**config.mk**
```make
export PLATFORM = sky130hd
export DESIGN_NAME = rr_bus_arbiter
export DESIGN_NICKNAME = d
export VERILOG_FILES = /design/src/rtl/rr_bus_arbiter.sv
export SDC_FILE = /design/constraint.sdc
export NUM_CORES = 1
export LEC_CHECK = 0
export CORE_UTILIZATION = 55
export DETAILED_ROUTE_END_ITERATION = 12
export PLACE_DENSITY = 0.89
export SLEW_MARGIN = 20
export SYNTH_ARGS = -nofsm -noshare
export SYNTH_HDL_FRONTEND = slang
export SYNTH_SLANG_ARGS = --single-unit
```
**constraint.sdc**
```tcl
create_clock -name clock -period 4.8 [get_ports clock]
set_input_delay 0.96 -clock clock [delete_from_list [all_inputs] [get_ports clock]]
set_output_delay 0.96 -clock clock [all_outputs]
set_load 0.005 [all_outputs]
```
**src/rtl/rr_bus_arbiter.sv**
```systemverilog
// rr_bus_arbiter
//   Round-robin arbiter sharing one single-transaction resource between N
//   requesters. A grant is locked until the resource pulses done, after which
//   priority rotates past the served requester. An optional watchdog forces a
//   release when done never arrives.
//
// Parameters
//   N        number of requesters (power of two, 2..32)
//   LogN     derived; grant_id is LogN+1 bits wide
//   TIMEOUT  cycles a grant may be held without done; 0 disables the watchdog
//
// Ports
//   clock     system clock, rising edge
//   reset_n   synchronous active-low reset
//   req       per-requester request levels
//   done      completion pulse for the granted transaction
//   grant     registered one-hot grant, zero when idle
//   grant_id  binary index of the granted requester, zero when idle
//   busy      high while a grant is held
//   timeout   one-cycle pulse following a watchdog release
module rr_bus_arbiter #(
    parameter int N       = 4,
    parameter int LogN    = $clog2(N) - 1,
    parameter int TIMEOUT = 255
) (
    input  logic            clock,
    input  logic            reset_n,
    input  logic [N-1:0]    req,
    input  logic            done,
    output logic [N-1:0]    grant,
    output logic [LogN:0]   grant_id,
    output logic            busy,
    output logic            timeout
);

    // Keep the counter at least one bit wide so TIMEOUT=0 still elaborates;
    // it then never leaves zero.
    localparam int CW = (TIMEOUT == 0) ? 1 : $clog2(TIMEOUT + 1);

    typedef enum logic {IDLE, GRANT} state_t;

    state_t          state, state_nx;
    logic [N-1:0]    grant_nx;
    logic [LogN:0]   id_nx;
    logic [LogN:0]   last, last_nx;
    logic [LogN:0]   winner;
    logic [CW-1:0]   cnt, cnt_nx;
    logic            to_nx;
    logic            found;
    logic            expire;

    // Winner: lowest requester above the last-served index, else wrap to the
    // lowest requester overall.
    always_comb begin
        winner = '0;
        found  = 1'b0;
        for (int unsigned i = 0; i < N; i++) begin
            if (!found && req[i] && (i > 32'(last))) begin
                winner = i[LogN:0];
                found  = 1'b1;
            end
        end
        for (int unsigned i = 0; i < N; i++) begin
            if (!found && req[i]) begin
                winner = i[LogN:0];
                found  = 1'b1;
            end
        end
    end

    assign expire = (TIMEOUT != 0) && (cnt == CW'(TIMEOUT - 1));

    always_comb begin
        state_nx = state;
        grant_nx = grant;
        id_nx    = grant_id;
        last_nx  = last;
        cnt_nx   = cnt;
        to_nx    = 1'b0;
        unique case (state)
            IDLE: begin
                if (|req) begin
                    grant_nx = N'(1) << winner;
                    id_nx    = winner;
                    cnt_nx   = '0;
                    state_nx = GRANT;
                end
            end
            GRANT: begin
                if (done || expire) begin
                    // done takes precedence, so timeout only pulses when the
                    // watchdog alone ends the grant.
                    to_nx    = !done;
                    last_nx  = grant_id;
                    grant_nx = '0;
                    id_nx    = '0;
                    state_nx = IDLE;
                end else if (TIMEOUT != 0) begin
                    cnt_nx = cnt + CW'(1);
                end
            end
            default: state_nx = IDLE;
        endcase
    end

    always_ff @(posedge clock) begin
        if (!reset_n) begin
            state    <= IDLE;
            grant    <= '0;
            grant_id <= '0;
            last     <= '1;
            cnt      <= '0;
            timeout  <= 1'b0;
        end else begin
            state    <= state_nx;
            grant    <= grant_nx;
            grant_id <= id_nx;
            last     <= last_nx;
            cnt      <= cnt_nx;
            timeout  <= to_nx;
        end
    end

    assign busy = |grant;

endmodule

```
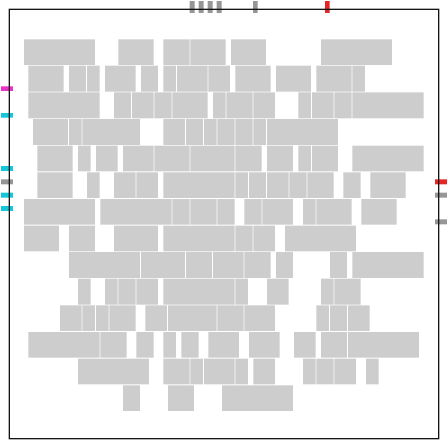
*Ports around the boundary, run 1*
Pins as bars across the die edge, other pins in grey.
Key: magenta = clock [pins 1, direction input, edge left]; cyan = grant [pins 4, direction output, edge left]; red = grant_id [pins 2, direction output, edge 1 top, 1 right]
Horiz. Die Dim: 43.7 um
I/O Buffers: 14

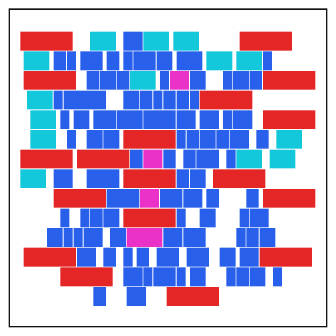
*Placement by cell class, run 1*
Key: blue = remaining logic cells [cells 95, share of their area 52%]; magenta = clock drivers and dummy loads [cells 4, share of their area 3.3%]; red = sequential cells [cells 18, share of their area 32%]; cyan = remaining buffers and delay cells [cells 14, share of their area 13%]
core area: 0.00156 mm^2
sequential cell area share: 31.7%

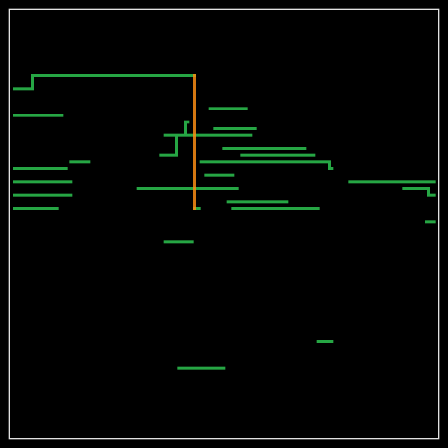
*Signal wires by layer, run 1*
Only two layers are drawn.
Key: green = M3 [wire length 149 um]; orange = M4 [wire length 13.6 um]
routed length per instance: 14.6 um
GRT Util Overall: 25.0%
final WL: 2150 um

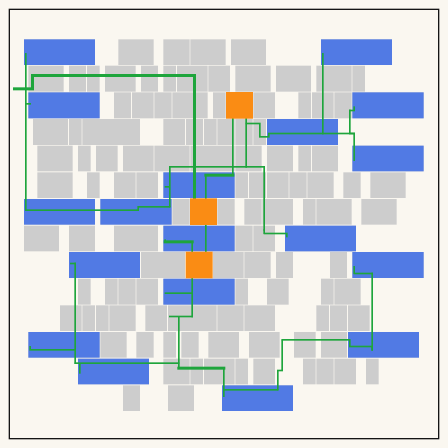
*Clock wires, drivers and flops, run 1*
Key: green = clock wires [length 230 um]; blue = flip-flops [count 18]; orange = clock-net drivers [count 3]
Position of the flops: spread over the die.
worst skew pair latency: 290 ps
Clk pwr share: 30.2%
Post-Route Skew: 1.84 ps
Clock Power: 95.9 uW

==> ci_impl_report.md, run 1 <==
### Yosys + OpenROAD results

| Metric | Value |
|---|---|
| Worst Tran Pin Value | `~700 ps` |
| Reg clk slew, reported paths | `between 100 and 150 ps` |
| Top delay family on crit path | `simple AND/OR/NAND/NOR gates` |
| Top sig layer | `met4` |
| CP required | `3840 ps` |
| Largest stage delay, worst path | `530 ps` |
| Row cnt | `14` |
| Post_cts resized | `0` |
| Via density | `6.54` |
| Share of layout cells above drive strength 1 | `6.87%` |
| Met2 usage | `42.4%` |
| CP max-delay cell | `or4_1` |
| Setup TNS | `0 ps` |
| Largest area contributor in the netlist | `dfxtp_1` |
| Synthesized area | `958 um^2` |
| TritonCTS Sinks | `18` |
| Max-area cell class | `multi-input combinational cells` |
| Lkg Pwr | `0.422 nW` |
| Vias | `962` |
| Max Clock Freq | `387 MHz` |
| Yosys synthesis chip area | `958 um^2` |
| Non-filler instance count after layout | `147` |
| Peak supply drop | `0.177 mV` |
| Final count of pins violating max slew | `0` |
| Critical Path End Type | `output port` |
| Placed Area | `0.00110 mm^2` |
| Met1 Use GR | `roughly a third` |
| Global route hottest layer | `met2` |
| Dpl cells | `143` |
| CP startpoint kind | `flip-flop` |
| DRC viols | `1` |
| Largest net degree at the start of global routing | `14` |
| Buffer share of cell area | `between 10% and 20%` |
| CTS Buf Count | `3` |
| Die area | `0.00191 mm^2` |
| Worst hold margin | `489 ps` |
| RSZ-0062 raised after global routing | `false` |
| CP cell instances | `or4_1 > clkdlybuf4s50_1` |
| Worst Path Max Fanout | `3` |
| Max_cap viols | `0` |
| ClkCell Share | `about 3.2%` |
| Antenna Nets Post-Route | `0` |
| Fillers | `between 100 and 150` |
| Synth Instances | `116` |
| Met3 routed WL | `148 um` |
| Yosys warning total | `0` |
| Postcts setup bufs | `0` |
| Syn Area/Cell | `8.26 um^2` |
| Floorplan Nets | `125` |
| DRT Pass-1 Iters | `10` |
| Logic area | `roughly 560 um^2` |
| N_taps | `16` |
| Design Area, Final | `0.00114 mm^2` |
| Yosys Instances | `approximately 120` |
| CTS root buf | `clkbuf_4` |
| Cts-stage hold buffer count | `0` |
| Status | `complete, but fails checks` |
| Post-layout util | `72.9%` |
| Core utilization at floorplan | `61.5%` |
| GRT overflow | `0` |
| Sequential area share after synthesis | `37.6%` |
| Registers | `18` |
| Netlist cell types | `37` |
| CP Class | `reg -> out` |
| Largest register FFs | `8` |
| Commonest Layout Cell | `dfxtp_1` |
| Count of non-CTS inverters in the layout | `6` |
| Max_slew headroom | `54.6%` |
| CTS tree | `done` |
| Violated checks | `design-rule violations` |
| CTS max path bufs | `2` |
| Post-route minimum period | `2590 ps` |
| Max-area cell share | `a little under two fifths` |
| Dpl hpwl | `1550 um` |
| PD cells | `279 mW/mm^2` |
| Total power | `317 uW` |
| Top cells by area, synth | `dfxtp_1 38%, nand2_1 6.3%, a21oi_1 4.2%` |
| I/O pins | `15` |
| Metal2 WL | `1000 um` |
| Final worst setup slack | `2210 ps` |
| Largest Register | `cnt` |
| MI comb cells | `89` |
| Clock buffers | `4` |
| WP data arrival | `1630 ps` |
| Log Warnings | `27` |
| #FFs+latches synth | `18` |
| P&R area growth vs syn | `18.5%` |
| Top Layout Cells | `18 x dfxtp_1, 16 x nand2_1, 14 x clkdlybuf4s50_1, 8 x a21oi_1` |
| GP Congestion | `0.905` |
| N_diodes | `0` |
| Biggest regs | `cnt (8), grant (4)` |
| Vias in the first global route | `864` |
| Place WS | `2110 ps` |
| Min-Delay Path Class | `reg -> reg` |
| Bufs and invs on worst path | `1` |
| Met3 GRT Util | `4.58%` |
| Global-route wire length before repair | `3620 um` |
| Final Cycle Share | `53.9%` |
| Endpoints failing setup | `0` |
| Initial antenna violation count | `0` |
| Initial DRC Count | `32` |
| H-tree levels | `1` |
| FF+latch area | `360 um^2` |
| Non-clock buffers | `14` |
| Wl on met1 | `985 um` |
| Nets | `141` |
| Final hold viol count | `0` |
| Combinational share of cell area | `49.0%` |
-- run 1: report_power, final --
group | switching (mW) | total [mW] | internal, mW
Combinational | 0.0291 | 0.0584 | 0.0292
Clock | 0.0497 | 0.0959 | 0.0462
Sequential | 0.00665 | 0.163 | 0.156
-- run 1: tightest hold or removal path: cells and delay by family, from the launching register on --
kind               cells  cell delay, ps
AOI/OAI and AO/OA      1              50
DFF                    1             340
and+or+nand+nor        1              60
-- run 1: cells in the mapped netlist, drive strengths merged --
| cell | n |
|---|---|
| dfxtp | 18 |
| nand2 | 16 |
| a21oi | 8 |
| inv | 6 |
| nand3 | 6 |
| o21ai | 6 |
| a31oi | 4 |
| nor3 | 4 |
| and3 | 3 |
| nand4 | 3 |
| nor2 | 3 |
| o21a | 3 |
| or4 | 3 |
| a211oi | 2 |
| a21o | 2 |
| and2 | 2 |
| and2b | 2 |
| and4 | 2 |
| clkbuf | 2 |
| ha | 2 |
| nand2b | 2 |
| o211ai | 2 |
| o22ai | 2 |
| o32ai | 2 |
| a221o | 1 |
| a311o | 1 |
| and4bb | 1 |
| buf | 1 |
| nand3b | 1 |
| nor2b | 1 |
| o2111ai | 1 |
| o31ai | 1 |
| o41ai | 1 |
| or2 | 1 |
| xor2 | 1 |
-- run 1: cells by family (layout without fill, tap and decap cells) --
family,count (synthesis),count (layout),synth area share (%)
simple gates,50,50,28.6
flops,18,18,37.6
fa+ha+maj,2,2,2.61
compound gates,36,36,26.0
xor+xnor,1,1,0.914
buf+inv,9,24,4.31
-- run 1: worst paths after layout --
path / from / end / slack, ps / cells after the start
max: grant[3] / busy / 2210 / 2
min: grant[2] / grant[2] / 490 / 2
max reg2reg: cnt[0] / grant_id[0] / 2890 / 6
min reg2reg: grant[2] / grant[2] / 490 / 2
--- run 2 (diff from run 1) ---
--- a/config.mk
+++ b/config.mk
@@ -5,9 +5,9 @@
 export SDC_FILE = /design/constraint.sdc
 export NUM_CORES = 1
 export LEC_CHECK = 0
-export CORE_UTILIZATION = 55
+export CORE_UTILIZATION = 46
 export DETAILED_ROUTE_END_ITERATION = 12
-export PLACE_DENSITY = 0.89
+export PLACE_DENSITY = 0.81
 export SLEW_MARGIN = 20
 export SYNTH_ARGS = -nofsm -noshare
 export SYNTH_HDL_FRONTEND = slang
==> constraint.sdc (replaced) <==
create_clock -name clock -period 2.3 [get_ports clock]
set_input_delay 0.46 -clock clock [delete_from_list [all_inputs] [get_ports clock]]
set_output_delay 0.46 -clock clock [all_outputs]
set_load 0.005 [all_outputs]
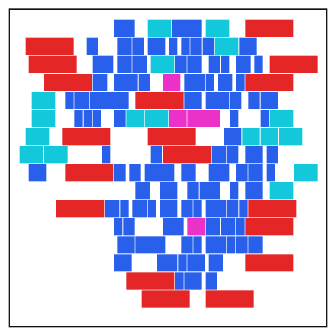
*Placement by cell class, run 2*
Key: cyan = remaining buffers and delay cells [cells 17, share of their area 14%]; red = sequential cells [cells 18, share of their area 32%]; blue = remaining logic cells [cells 95, share of their area 51%]; magenta = clock drivers and dummy loads [cells 4, share of their area 3.2%]
Design Area, Final: 0.00117 mm^2
post-layout util: 59.8%
core area: 0.00196 mm^2
row cnt: 16
sequential cell area share: 30.7%

==> ci_impl_report.md, run 2 <==
### Yosys + OpenROAD results

| Metric | Value |
|---|---|
| Met3 GRT Util | `3.40%` |
| Post-route minimum period | `2080 ps` |
| CP startpoint kind | `flip-flop` |
| Post_cts resized | `0` |
| Min-Delay Path Class | `reg -> reg` |
| Ys async rst share | `0%` |
| CP max-delay cell | `or4_1` |
| TritonCTS Sinks | `18` |
| RSZ-0062 raised after global routing | `false` |
| Peak supply drop | `0.388 mV` |
| Met1 Use GR | `between 20% and 30%` |
| Dpl hpwl | `1620 um` |
| Sequential area share after synthesis | `~38%` |
| Final hold viol count | `0` |
| CP cell instances | `or4_1 > clkdlybuf4s50_1` |
| Largest stage delay, worst path | `520 ps` |
| Non-filler instance count after layout | `161` |
| Postcts setup bufs | `0` |
| Max_slew headroom | `72.4%` |
| Worst Path Max Fanout | `3` |
| Worst Tran Pin Value | `412 ps` |
| Setup TNS | `0 ps` |
| Largest Register | `cnt` |
| Nets | `144` |
| Via density | `6.01` |
| Commonest cells in the synthesized netlist | `18 x dfxtp_1, 16 x nand2_1, 8 x a21oi_1` |
| P&R area growth vs syn | `22.3%` |
| Lkg Pwr | `around 0.44 nW` |
| Vias in the first global route | `832` |
| Final Cycle Share | `90.4%` |
| Yosys warning total | `0` |
| I/O pins | `15` |
| GRT Util Overall | `21.1%` |
| Max_cap viols | `0` |
| Synth Instances | `around 120` |
| Top_reg_cell synth | `dfxtp_1` |
| Dpl cells | `around 160` |
| Die area | `0.00227 mm^2` |
| Yosys Instances | `roughly 120` |
| Status | `complete, no violations` |
| Worst Hold Depth | `2` |
| Count leader, synth | `dfxtp_1` |
| I/O Buffers | `14` |
| Log Warnings | `27` |
| Netlist cell types | `37` |
| Final count of pins violating max slew | `0` |
| Biggest regs | `cnt (8), grant (4)` |
| Core utilization at floorplan | `48.9%` |
| Syn Area/Cell | `8.26 um^2` |
| Post-Route Skew | `10.7 ps` |
| Reg2Reg Depth | `6` |
| R2R Setup Slk | `520 ps` |
| WP data arrival | `1620 ps` |
| Critical R2R Capture | `cnt[7]` |
| Hold EP | `grant[0]` |
| DRT Pass-1 Iters | `4` |
| Initial antenna violation count | `0` |
| CTS max path bufs | `2` |
| Cts-stage hold buffer count | `0` |
| CTS Buf Count | `3` |
| EDFF count, synth | `0` |
| Combinational share of power | `19.1%` |
| Net switching power of the design | `approximately 180 uW` |
| Die y size | `between 40 and 50 um` |
| Met2 usage | `about a third` |
| Share of layout cells above drive strength 1 | `8.96%` |
| DRC viols | `0` |
| Synthesized area | `958 um^2` |
| Commonest Layout Cell | `dfxtp_1` |
| Final WL | `between 2000 and 2500 um` |
| Worst skew pair latency | `around 300 ps` |
| Reg-to-reg critical path startpoint | `cnt[0]` |
| Global route hottest layer | `met2` |
| Reg clk slew, reported paths | `100 ps` |
| Yosys synthesis chip area | `958 um^2` |
| P_int | `489 uW` |
| GRT overflow | `0` |
| Final worst setup slack | `222 ps` |
| Clk pwr share | `between 30% and 40%` |
| Endpoints failing setup | `0` |
| Place WS | `between 90 and 100 ps` |
| Top Layout Cells | `18 x dfxtp_1, 16 x nand2_1, 14 x clkdlybuf4s50_1, 8 x a21oi_1` |
| Routed length per instance | `14.0 um` |
| #FFs+latches synth | `18` |
| Max-area cell share | `about 38%` |
| Worst hold margin | `approximately 500 ps` |
| Placed Area | `around 0.0011 mm^2` |
| GP Congestion | `0.860` |
| Largest register FFs | `8` |
| Antenna Nets Post-Route | `0` |
| Max Clock Freq | `481 MHz` |
| Initial DRC Count | `36` |
| Vias | `968` |
| Global-route wire length before repair | `3380 um` |
| Largest area contributor in the netlist | `dfxtp_1` |
| N_diodes | `0` |
| Switch share | `between 20% and 30%` |
| Total power | `672 uW` |
| CTS root buf | `clkbuf_4` |
| Largest net degree at the start of global routing | `13` |
| CP required | `roughly 1800 ps` |
| PD cells | `573 mW/mm^2` |
| Floorplan Nets | `125` |
| H-tree levels | `1` |
| Worst Hold Launch | `grant[0]` |
| Critical Path End Type | `output port` |
| Horiz. Die Dim | `~48 um` |
| CP Class | `reg -> out` |
| Sequential share of power | `50.8%` |
| CTS tree | `done` |
| Top cells by area, synth | `dfxtp_1 38%, nand2_1 6.3%, a21oi_1 4.2%` |
-- run 2: worst max-delay path: cells and delay by family, from the launching register on --
family / cells / cell delay (ps)
buffers and inverters: 1 / 460
DFF: 1 / 350
and+or+nand+nor: 1 / 520
-- run 2: layer usage --
layer	up-vias	wire length, um
met5	-	0
met4	0	23
met3	4	164
met2	40	1050
met1	447	1030
li1	477	-
-- run 2: final cells by class --
class                      instances  area [um^2]
fill                             182          790
multi-input combinational         89          557
sequential                        18          360
timing repair buffer              17          163
clock buffer                       4         36.3
tap                               27         33.8
inverter                           6         22.5
-- run 2: how the worst max path moves through the flow --
| stage | cells past startpoint | from | to |
|---|---|---|---|
| 4_1_cts | 2 | grant[3] | busy |
| 5_1_grt | 2 | grant[3] | busy |
| 6_report | 2 | grant[3] | busy |
| 3_5_place_dp | 5 | req[1] | grant_id[1] |
| 2_1_floorplan | 4 | req[1] | grant_id[1] |
| 3_3_place_gp | 5 | req[1] | grant_id[1] |
-- run 2: logic make-up (layout without fill, tap and decap cells) --
family | Yosys count | count (layout) | share of synthesized area (%)
DFF | 18 | 18 | 37.6
adders and majority gates | 2 | 2 | 2.61
xor gates and xnor gates | 1 | 1 | 0.914
buffers and inverters | 9 | 27 | 4.31
and+or+nand+nor | 50 | 50 | 28.6
AOI/OAI and AO/OA | 36 | 36 | 26.0
-- run 2: power groups by stage --
| stage | logic (mW) | registers (mW) | clock network, mW |
|---|---|---|---|
| floorplan | 0.0707 | 0.343 | 0 |
| global placement | 0.124 | 0.346 | 0 |
| detailed placement | 0.126 | 0.347 | 0 |
| CTS | 0.127 | 0.341 | 0.203 |
| global route | 0.139 | 0.343 | 0.213 |
| finish | 0.128 | 0.341 | 0.203 |
### Ports around the boundary, run 2

Pins as bars across the die edge, other pins in grey.
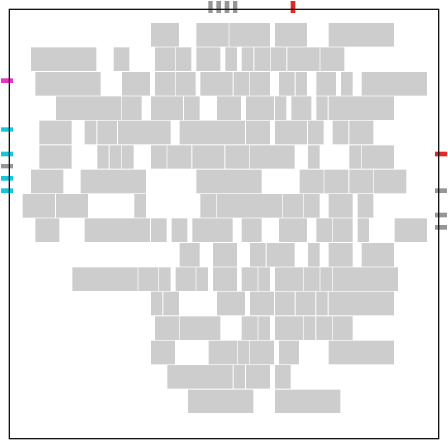

--- run 3 (diff from run 2) ---
--- a/config.mk
+++ b/config.mk
@@ -7,7 +7,7 @@
 export LEC_CHECK = 0
 export CORE_UTILIZATION = 46
 export DETAILED_ROUTE_END_ITERATION = 12
-export PLACE_DENSITY = 0.81
+export PLACE_DENSITY_LB_ADDON = 0.1
 export SLEW_MARGIN = 20
 export SYNTH_ARGS = -nofsm -noshare
 export SYNTH_HDL_FRONTEND = slang
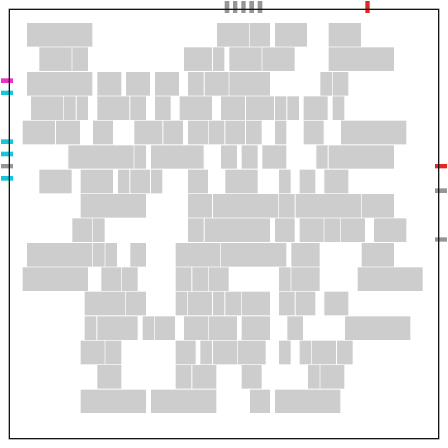
*Ports around the boundary, run 3*
Pins as bars across the die edge, other pins in grey.
Key: cyan = grant [pins 4, direction output, edge left]; magenta = clock [pins 1, direction input, edge left]; red = grant_id [pins 2, direction output, edge 1 top, 1 right]
All pins by edge: 6 left, 6 top, 3 right.
Horiz. Die Dim: 47.6 um
die y size: 47.6 um

==> ci_impl_report.md, run 3 <==
### Yosys + OpenROAD results

| Metric | Value |
|---|---|
| Final WL | `roughly 2200 um` |
| Core utilization at floorplan | `between 40% and 50%` |
| Sequential area share after synthesis | `37.6%` |
| Final worst setup slack | `approximately 240 ps` |
| Worst setup path startpoint | `grant[3]` |
| Top Layout Cells | `18 x dfxtp_1, 16 x nand2_1, 14 x clkdlybuf4s50_1, 8 x a21oi_1` |
| N_diodes | `0` |
| Place WS | `about 90 ps` |
| DRC viols | `0` |
| Worst Hold Launch | `grant[2]` |
| Max_cap viols | `0` |
| Die area | `0.00227 mm^2` |
| Yosys Instances | `116` |
| CP startpoint kind | `flip-flop` |
| Vias in the first global route | `804` |
| CTS root buf | `clkbuf_4` |
| H-tree levels | `1` |
| EDFF count, synth | `0` |
| Dpl hpwl | `1580 um` |
| Fillers | `186` |
| Largest net degree at the start of global routing | `13` |
| TritonCTS Sinks | `18` |
| GRT overflow | `0` |
| Non-filler instance count after layout | `approximately 160` |
| Lkg Pwr | `around 0.44 nW` |
| Commonest cells in the synthesized netlist | `18 x dfxtp_1, 16 x nand2_1, 8 x a21oi_1` |
| Initial antenna violation count | `0` |
| GP Congestion | `0.781` |
| Final count of pins violating max slew | `0` |
| Commonest Layout Cell | `dfxtp_1` |
| PD cells | `around 570 mW/mm^2` |
| P&R area growth vs syn | `23.1%` |
| Vias | `roughly 940` |
| CP required | `roughly 1800 ps` |
| Logic area | `557 um^2` |
| Ys async rst share | `0%` |
| Core area | `0.00196 mm^2` |
| Worst hold margin | `489 ps` |
| Worst skew pair latency | `290 ps` |
| Cts-stage hold buffer count | `0` |
| Design Area, Final | `0.00118 mm^2` |
| FF+latch area | `360 um^2` |
| Post-layout util | `60.1%` |
| CTS Buf Count | `3` |
| I/O pins | `15` |
| Initial DRC Count | `27` |
| CTS max path bufs | `2` |
| Netlist cell types | `37` |
| Count leader, synth | `dfxtp_1` |
| Final hold viol count | `0` |
| CP cell instances | `or4_1 > clkdlybuf4s50_1` |
| Top cells by area, synth | `dfxtp_1 38%, nand2_1 6.3%, a21oi_1 4.2%` |
| Worst Path Max Fanout | `3` |
| Row cnt | `16` |
| Final Cycle Share | `89.7%` |
| I/O Buffers | `14` |
| Syn Area/Cell | `around 8.3 um^2` |
| Antenna Nets Post-Route | `0` |
| Worst Tran Pin Value | `408 ps` |
| WP data arrival | `1600 ps` |
| Global-route wire length before repair | `3530 um` |
| Reg clk slew, reported paths | `100 ps` |
| Max-area cell share | `37.6%` |
| Top_reg_cell synth | `dfxtp_1` |
| Largest stage delay, worst path | `520 ps` |
| Largest register FFs | `8` |
| Post-Route Skew | `between 1.5 and 2 ps` |
| Endpoints failing setup | `0` |
| CP max-delay cell | `or4_1` |
| CTS tree | `done` |
| RSZ-0062 raised after global routing | `false` |
| Largest area contributor in the netlist | `dfxtp_1` |
| Synthesized area | `958 um^2` |
| Reg-to-reg critical path startpoint | `cnt[0]` |
| #FFs+latches synth | `18` |
| Status | `complete, no violations` |
| Max_slew headroom | `between 70% and 80%` |
| Critical Path End Type | `output port` |
| DRT Pass-1 Iters | `4` |
| Nets | `145` |
| Total power | `667 uW` |
| Placed Area | `0.00114 mm^2` |
| Yosys synthesis chip area | `958 um^2` |
| Post-route minimum period | `2060 ps` |
| Min-Delay Path Class | `reg -> reg` |
| Max Clock Freq | `485 MHz` |
| Largest Register | `cnt` |
| CP Class | `reg -> out` |
| Log Warnings | `27` |
| Routed length per instance | `13.8 um` |
| Postcts setup bufs | `0` |
| Post_cts resized | `0` |
| GRT Util Overall | `roughly 22%` |
| Share of layout cells above drive strength 1 | `9.63%` |
| Floorplan Nets | `125` |
| Yosys warning total | `0` |
| Setup TNS | `0 ps` |
| Biggest regs | `cnt (8), grant (4)` |
[run 3: cell counts after synthesis]
No cell type changed its count.
[run 3: routing by layer]
layer / vias up / wire length, um / track usage, %
met2: 26 / 987 / 31.8
met4: 0 / 13 / 10.0
met3: 2 / 106 / 3.40
met5: - / 0 / 0
li1: 472 / - / -
met1: 439 / 1120 / 33.0
[run 3: critical path: cells and delay by family, from the launching register on]
family	cells	cell delay (ps)
flip-flops	1	340
buffers and inverters	1	460
AND/OR/NAND/NOR	1	520
[run 3: path summary, 6_finish.rpt]
kind | to | slack (ps) | cells past startpoint
worst max-delay path | busy | 240 | 2
worst min-delay path | grant[2] | 490 | 2
worst max register to register | cnt[7] | 570 | 6
worst min register to register | grant[2] | 490 | 2
[run 3: kinds of logic (layout without fill, tap and decap cells)]
family          Yosys count  in the layout  synth area share [%]
simple gates             50             50                  28.6
compound gates           36             36                  26.0
flops                    18             18                  37.6
buf+inv                   9             28                  4.31
fa+ha+maj                 2              2                  2.61
xor+xnor                  1              1                 0.914
[run 3: cell type report]
cell class | instances | area share (%)
Multi-Input combinational cell | 89 | 47.2
Timing Repair Buffer | 18 | 14.4
Clock buffer | 4 | 3.08
Inverter | 6 | 1.91
Tap cell | 27 | 2.86
Sequential cell | 18 | 30.5
[run 3: power breakdown]
part	leakage, nW	internal (mW)	total, mW	switching [mW]
Combinational	0.274	0.0673	0.129	0.0616
Sequential	0.147	0.326	0.340	0.0139
Clock	0.0210	0.0964	0.198	0.102
Power figures rest on the tool's default switching activity, not on a simulated workload.
